===== config.mk =====
export PLATFORM = sky130hd
export DESIGN_NAME = qeciphy_link_sequencer
export DESIGN_NICKNAME = d
export VERILOG_FILES = /design/src/rtl/qeciphy_link_sequencer.sv
export SDC_FILE = /design/constraint.sdc
export NUM_CORES = 1
export LEC_CHECK = 0
export CORE_MARGIN = 1.5
export CORE_UTILIZATION = 28
export DETAILED_ROUTE_END_ITERATION = 8
export PLACE_DENSITY = 0.48
export SETUP_SLACK_MARGIN = 0.4
export SLEW_MARGIN = 10
export SYNTH_ARGS = -nofsm -noshare
export SYNTH_HDL_FRONTEND = slang
export SYNTH_SLANG_ARGS = --single-unit

===== constraint.sdc =====
create_clock -name clk_i -period 2.4 [get_ports clk_i]
set_input_delay 0.6 -clock clk_i [delete_from_list [all_inputs] [get_ports clk_i]]
set_output_delay 0.6 -clock clk_i [all_outputs]
set_load 0.01 [all_outputs]

===== src/rtl/qeciphy_link_sequencer.sv =====
// Link bring-up sequencer: enables TX, then RX, and declares link up when both are ready.
// Failures retry through a back-off window until the retry budget is spent, then fault sticks.
module qeciphy_link_sequencer #(
  parameter int TRAIN_TIMEOUT_CYCLES = 65535,
  parameter int MAX_RETRIES          = 3,
  parameter int BACKOFF_CYCLES       = 256,
  localparam int RCW = (MAX_RETRIES > 0) ? $clog2(MAX_RETRIES + 1) : 1
) (
  input  logic           clk_i,
  input  logic           rst_i,
  input  logic           enable_i,
  input  logic           tx_rdy_i,
  input  logic           tx_fault_fatal_i,
  input  logic [3:0]     tx_error_code_i,
  input  logic           rx_rdy_i,
  input  logic           rx_fault_fatal_i,
  input  logic [3:0]     rx_error_code_i,
  output logic           tx_enable_o,
  output logic           rx_enable_o,
  output logic           link_ready_o,
  output logic           link_fault_o,
  output logic [3:0]     error_code_o,
  output logic [RCW-1:0] retry_count_o
);

  localparam int TMAX = (TRAIN_TIMEOUT_CYCLES > BACKOFF_CYCLES) ? TRAIN_TIMEOUT_CYCLES
                                                                 : BACKOFF_CYCLES;
  localparam int TW   = $clog2(TMAX + 1);

  localparam logic [TW-1:0]  TOUT_LAST = TW'(TRAIN_TIMEOUT_CYCLES - 1);
  localparam logic [TW-1:0]  BOFF_LAST = TW'(BACKOFF_CYCLES - 1);
  localparam logic [RCW-1:0] RC_MAX    = RCW'(MAX_RETRIES);

  typedef enum logic [6:0] {
    S_RESET    = 7'b0000001,
    S_IDLE     = 7'b0000010,
    S_TX_START = 7'b0000100,
    S_RX_TRAIN = 7'b0001000,
    S_LINK_UP  = 7'b0010000,
    S_BACKOFF  = 7'b0100000,
    S_FAULT    = 7'b1000000
  } state_t;

  state_t         state, state_nxt;
  logic [TW-1:0]  timer, timer_nxt;
  logic [RCW-1:0] retry, retry_nxt;
  logic [3:0]     err, err_nxt;

  logic           both_rdy, fail_win, tout, rdy_loss, fail;
  logic [3:0]     fail_code;

  always_ff @(posedge clk_i) begin
    if (rst_i) begin
      state <= S_RESET;
      timer <= '0;
      retry <= '0;
      err   <= 4'h0;
    end else begin
      state <= state_nxt;
      timer <= timer_nxt;
      retry <= retry_nxt;
      err   <= err_nxt;
    end
  end

  // Failure detection and code priority: TX fault > RX fault > timeout > ready loss.
  always_comb begin
    both_rdy  = tx_rdy_i && rx_rdy_i;
    fail_win  = (state == S_TX_START) || (state == S_RX_TRAIN) || (state == S_LINK_UP);
    tout      = ((state == S_TX_START) && (timer == TOUT_LAST) && !tx_rdy_i) ||
                ((state == S_RX_TRAIN) && (timer == TOUT_LAST) && !both_rdy);
    rdy_loss  = (state == S_LINK_UP) && !both_rdy;
    fail      = fail_win && (tx_fault_fatal_i || rx_fault_fatal_i || tout || rdy_loss);
    fail_code = 4'hD;
    if (tx_fault_fatal_i)      fail_code = tx_error_code_i;
    else if (rx_fault_fatal_i) fail_code = rx_error_code_i;
    else if (tout)             fail_code = 4'hE;
  end

  always_comb begin
    state_nxt = state;
    timer_nxt = timer;
    retry_nxt = retry;
    err_nxt   = err;

    case (state)
      S_RESET:    state_nxt = S_IDLE;
      S_IDLE:     if (enable_i) state_nxt = S_TX_START;
      S_TX_START: if (tx_rdy_i) state_nxt = S_RX_TRAIN;
      S_RX_TRAIN: if (both_rdy) state_nxt = S_LINK_UP;
      S_LINK_UP:  state_nxt = S_LINK_UP;
      S_BACKOFF:  if (timer == BOFF_LAST) state_nxt = S_TX_START;
      S_FAULT:    state_nxt = S_FAULT;
      default:    state_nxt = S_RESET;
    endcase

    if (fail) begin
      err_nxt = fail_code;
      if (retry < RC_MAX) begin
        state_nxt = S_BACKOFF;
        retry_nxt = retry + RCW'(1);
      end else begin
        state_nxt = S_FAULT;
      end
    end

    // Timer restarts on any state change and only runs in the timed states.
    if (state_nxt != state)
      timer_nxt = '0;
    else if ((state == S_TX_START) || (state == S_RX_TRAIN) || (state == S_BACKOFF))
      timer_nxt = timer + TW'(1);

    if (!enable_i) begin
      state_nxt = S_IDLE;
      timer_nxt = '0;
      retry_nxt = '0;
      err_nxt   = 4'h0;
    end
  end

  assign tx_enable_o   = (state == S_TX_START) || (state == S_RX_TRAIN) || (state == S_LINK_UP);
  assign rx_enable_o   = (state == S_RX_TRAIN) || (state == S_LINK_UP);
  assign link_ready_o  = (state == S_LINK_UP);
  assign link_fault_o  = (state == S_FAULT);
  assign error_code_o  = err;
  assign retry_count_o = retry;

endmodule


### Met1 routing, run 1

(4 px per um) Supply wires on this layer in gray.
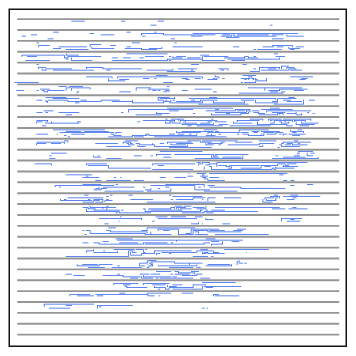
share of all routed wire: 48%
wire length on this layer: 2590 um
nets with wire on the layer: 281
met1 usage: 20.4%
Post-Route WL: 5.37 mm
DR vias: 1886

### Met2 routing, run 1

(3 px per um)
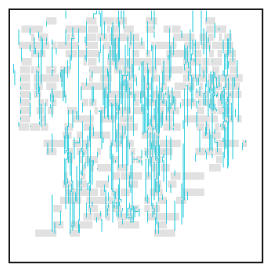
wire length on this layer: 2510 um
longest straight run: 37.1 um
main direction: vertical
share of all routed wire: 47%
nets with wire on the layer: 259
grt met2 use: 26.1%

==> impl_metrics.tcl, run 1 <==
# place-and-route summary
set metrics [dict create \
    firstDrtPassIters 4 \
    drt-wirelength-per-cell_um 14.5 \
    common_cells "dfxtp_1 (29), nor2_1 (22), nor3_1 (15)" \
    grt_pass1_wl_mm 8.98 \
    seq_cells 29 \
    htree_levels 2 \
    fin_cells 370 \
    finalPower_mw 1.05 \
    dr.max_layer_used "met4" \
    p_comb_mw 0.167 \
    crit_slowest_cell "or4_4" \
    cp.required_ns 2.61 \
    drive_gt1_share_pct 35.5 \
    viasPerCell 5.10 \
    most_common_cell "dfxtp_1" \
    slew-limit-headroom_pct 56.9 \
    dpl_cell_area_um2 2400 \
    fillerInstances 624 \
    rsz0062_at_grt "yes" \
    hold_viol_final 0 \
    end_kind "register" \
    worstSetupPathType "register to register" \
    fp_nets 241 \
    synth_chip_area_um2 1830 \
    dr_wl_met3_um 193 \
    worstSetupStartpointType "register" \
    worstHoldPathType "register to register" \
    grt_max_degree 17 \
    syn2layout_area_growth_pct 51.1 \
    power_leader "registers" \
    ys_seq_elements 29 \
    wl_met1_mm 2.59 \
    max_freq_ghz 0.429 \
    sequentialPower_mw 0.487 \
    dieArea_um2 7040 \
    cts_buffers 5 \
    signal_buffers 75 \
    p_clk_share_pct 37.8 \
    crit_family "simple AND/OR/NAND/NOR gates" \
    syn_inst 223 \
    crit_top_cell "buf_4" \
    path_cells "buf_4 > buf_6 > buf_4 > a22o_1 > o21ai_0 > mux2i_1 > or4_4 > nor3_2" \
    critPathMaxFanout 8 \
    pwr.group.clock_mw 0.397 \
    tritoncts "yes" \
    tap_cells 77 \
    nNetsFinal 310 \
    worst_pin_slew_ns 0.644 \
    most-common-layout-cells "buf_4 (42), dfxtp_1 (25), nor2_1 (19), clkdlybuf4s50_1 (19), nor3_2 (16)" \
    status "finished, final reports clean" \
    antenna_found_initial 0 \
    yosys_cells 223 \
    arrival_ns 2.55 \
    yosys-top-cells-area "dfxtp_1 (32%), nor3_2 (5.5%), xor2_1 (4.8%)" \
    num_antenna_cells 0 \
    gp_congestion 0.769 \
    num_io_pins 25 \
    p_sw_share_pct 25.8 \
    overflow 0 \
    path_buffers 3 \
    rows 29 \
    synth_area_um2 1830 \
    ant_nets 0 \
    p_per_area_nw_per_um2 379 \
    post-route-period-util_pct 97.2 \
    cts_hold_buf 0 \
    grt_pass1_vias 1873 \
    buf_share_pct 23.9 \
    net-switching-power_mw 0.271 \
    setup_viol 0 \
    final-clk-cell-share_pct 2.89 \
    comb_share_pct 47.8 \
    core_um2 6350 \
    die_h_um 83.9 \
    clk_latency_ns 0.28 \
    synthDistinctLibCells 45 \
    area_dominant_class "multi-input combinational cells" \
    yosys_most_used_dff "dfxtp_1" \
    setup-tns-final_ns 0 \
    fin_ws_ns 0.0677 \
    sh_seq_area_pct 21.2 \
    top_cell_area_share_pct 31.7 \
    num-multi-input-gates 176 \
    warnings 30 \
    place_inst 347 \
    clock_skew_ns 0.00471 \
    p_comb_share_pct 15.9 \
    drc 0 \
    pwr-share-seq_pct 46.3 \
    num-clock-buffers 8 \
    internal-power_mw 0.779 \
    leakage_nw 1.02 \
    die_width_um 83.9 \
    edf_count 0 \
    final-comb-area_um2 1320 \
    clockBufferDepth 2 \
    avgSynthCellArea_um2 8.21 \
    met2_length_mm 2.51 \
    pre_cts_ws_ns -0.394 \
    mostFrequentLayoutCell "buf_4" \
    peakVddDrop_uv 203 \
    clk_root_buffer_cell "clkbuf_8" \
    ys_seq_share_pct 31.7 \
    path_clk_slew_ns 0.06 \
    portBuffers 24 \
    final_max_slew_viol_count 0 \
    hold_slack_ns 0.492 \
    fp_util_pct 28.8 \
    design_area_um2 2770 \
    grtUsageTotal_pct 15.7 \
    inverters 5 \
    seq_area_um2 588 \
    yosys_warnings 0 \
    async_reset_ff_share_pct 0 \
]
### Metal 3, run 1

(4 px per um)
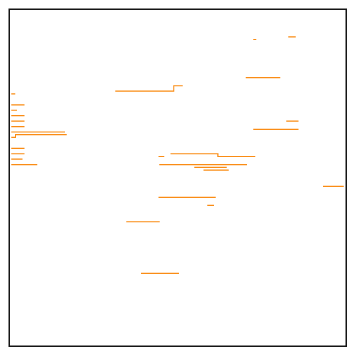
share of all routed wire: 3.6%
longest straight run: 21.6 um
main direction: horizontal
nets with wire on the layer: 23
met3 Use GR: 3.07%

[run 1: state kept, by name, summed over array words and instances (netlist names)]
register	count
state	7
retry_count_o	2
timer	16
error_code_o	4
[run 1: cells by family after synthesis]
kind of cell,share of synthesized area (%)
flops,31.7
buf+inv,5.53
fa+ha+maj,2.05
xor+xnor,9.08
mux,2.73
simple gates,35.9
compound gates,13.0
[run 1: timing repair]
action,CTS,global route
cloned,1,0
buffers inserted,9,5
endpoints found under the setup margin,31,31
pin swaps,17,8
gates resized,45,11
[run 1: worst paths after layout]
path / start / endpoint / slack, ns / cells past startpoint
setup / recovery: state[5] / timer[2] / 0.07 / 8
hold / removal: error_code_o[2] / error_code_o[2] / 0.49 / 2
setup reg to reg: state[5] / timer[2] / 0.07 / 8
hold reg to reg: error_code_o[2] / error_code_o[2] / 0.49 / 2
## Run 2: what changed since run 1
--- a/config.mk
+++ b/config.mk
@@ -9,6 +9,7 @@
 export CORE_UTILIZATION = 28
 export DETAILED_ROUTE_END_ITERATION = 8
 export PLACE_DENSITY = 0.48
+export RECOVER_POWER = 50
 export SETUP_SLACK_MARGIN = 0.4
 export SLEW_MARGIN = 10
 export SYNTH_ARGS = -nofsm -noshare
### Met2 routing, run 2

(3 px per um)
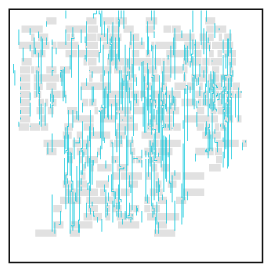
share of all routed wire: 47%
main direction: vertical
Post-Route WL: 5.36 mm
DR vias: 1889

==> impl_metrics.tcl, run 2 <==
# place-and-route summary
set metrics [dict create \
    tritoncts "yes" \
    end_kind "register" \
    syn_inst 223 \
    seq_area_um2 588 \
    edf_count 0 \
    worst_pin_slew_ns 0.657 \
    min_from "error_code_o[2]" \
    largest_reg_flops 16 \
    drt-wirelength-per-cell_um 14.5 \
    fin_cells 370 \
    setup-tns-final_ns 0 \
    synth_chip_area_um2 1830 \
    power_leader "registers" \
    pre_cts_ws_ns -0.394 \
    rr_worst_depth 6 \
    grt_max_degree 17 \
    yosys_most_used_dff "dfxtp_1" \
    cts_hold_buf 0 \
    top_register "timer" \
    clk_latency_ns 0.28 \
    ys_seq_share_pct 31.7 \
    hold_viol_final 0 \
    p_comb_mw 0.161 \
    die_h_um 83.9 \
    hold_slack_ns 0.487 \
    path_clk_slew_ns 0.07 \
    topCombFamilyByArea "simple AND/OR/NAND/NOR gates" \
    net-switching-power_mw 0.271 \
    nNetsFinal 310 \
    rsz0062_at_grt "yes" \
    antenna_found_initial 0 \
    grtUsageMet3_pct 3.07 \
    yosys_warnings 0 \
    met2_length_mm 2.50 \
    synth_area_um2 1830 \
    overflow 0 \
    wl_met1_mm 2.58 \
    post-route-period-util_pct 96.8 \
    status "finished, final reports clean" \
    ys_sh_aoi_pct 13.0 \
    rows 29 \
    yosys-top-cells-area "dfxtp_1 (32%), nor3_2 (5.5%), xor2_1 (4.8%)" \
    cts_resized 45 \
    slew-limit-headroom_pct 56.0 \
    r2r_start "state[5]" \
    portBuffers 24 \
    fp_nets 241 \
    arrival_ns 2.54 \
    firstDrtPassIters 4 \
    worstSetupPathType "register to register" \
    pwr-share-seq_pct 46.6 \
    drive_gt1_share_pct 34.1 \
    clk_root_buffer_cell "clkbuf_8" \
    p_comb_share_pct 15.4 \
    cts_setup_buffers 9 \
    p_sw_share_pct 26.0 \
    dr_wl_met3_um 190 \
    mux_share_pct 2.73 \
    syn2layout_area_growth_pct 49.2 \
    clock_skew_ns 0.00511 \
    fillerInstances 629 \
    hold_path_depth 2 \
    grt_pass1_vias 1873 \
    dieArea_um2 7040 \
    setup_viol 0 \
    place_inst 347 \
    dr.max_layer_used "met4" \
    die_width_um 83.9 \
    max_freq_ghz 0.430 \
    ys_sh_simple_pct 35.9 \
    internal-power_mw 0.774 \
    clockBufferDepth 2 \
    warnings 30 \
    worstSetupStartpointType "register" \
    finalPower_mw 1.04 \
    top_cell_area_share_pct 31.7 \
    num_antenna_cells 0 \
    xor_area_share_pct 9.08 \
    most-common-layout-cells "buf_4 (39), dfxtp_1 (25), nor2_1 (19), nor3_2 (16), nand2_1 (14)" \
    cp.required_ns 2.61 \
    final_max_slew_viol_count 0 \
    peakVddDrop_uv 202 \
    avgSynthCellArea_um2 8.21 \
    final-comb-area_um2 1310 \
    fin_ws_ns 0.0762 \
    num_io_pins 25 \
    leakage_nw 1.02 \
    ys_sh_adder_pct 2.05 \
    critPathMaxFanout 8 \
    pwr.group.clock_mw 0.397 \
    p_per_area_nw_per_um2 382 \
    common_cells "dfxtp_1 (29), nor2_1 (22), nor3_1 (15)" \
    yosys_cells 223 \
    met2_usage_pct 26.1 \
    most_common_cell "dfxtp_1" \
    ys_seq_elements 29 \
    grt_pass1_wl_mm 8.98 \
    worstHoldEndpoint "error_code_o[2]" \
    async_reset_ff_share_pct 0 \
]
### Met1 routing, run 2

(4 px per um) Supply wires on this layer in gray.
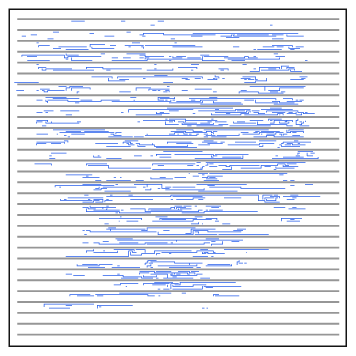
main direction: horizontal
longest straight run: 31.3 um

## run 2: worst max-delay path, stage by stage, from the launching register on
cell and delay (ns):
dfxtp_2 0.32, or4_4 0.57, or4_4 0.52, o211ai_2 0.09, nor2_2 0.08, or4_4 0.53
nor3_2 0.13
## run 2: cell type report
cell class,instances,share of cell area (%)
inverter,5,0.687
sequential,29,21.5
timing repair buffer,75,23.5
multi-input combinational,176,47.8
tap,77,3.53
clock buffer,8,2.93
## run 2: worst max path at each step
stage,startpoint,to,slack [ns],cells past startpoint
after floorplan,state[0],timer[0],0.03,9
after global placement,rx_rdy_i,timer[5],-0.36,7
after detailed placement,tx_rdy_i,timer[8],-0.39,7
after CTS,state[5],timer[0],-0.006,6
after global routing,state[5],timer[2],0.006,6
final,state[5],timer[2],0.08,6
No activity file was given, so power comes from the tool's default toggle rates.
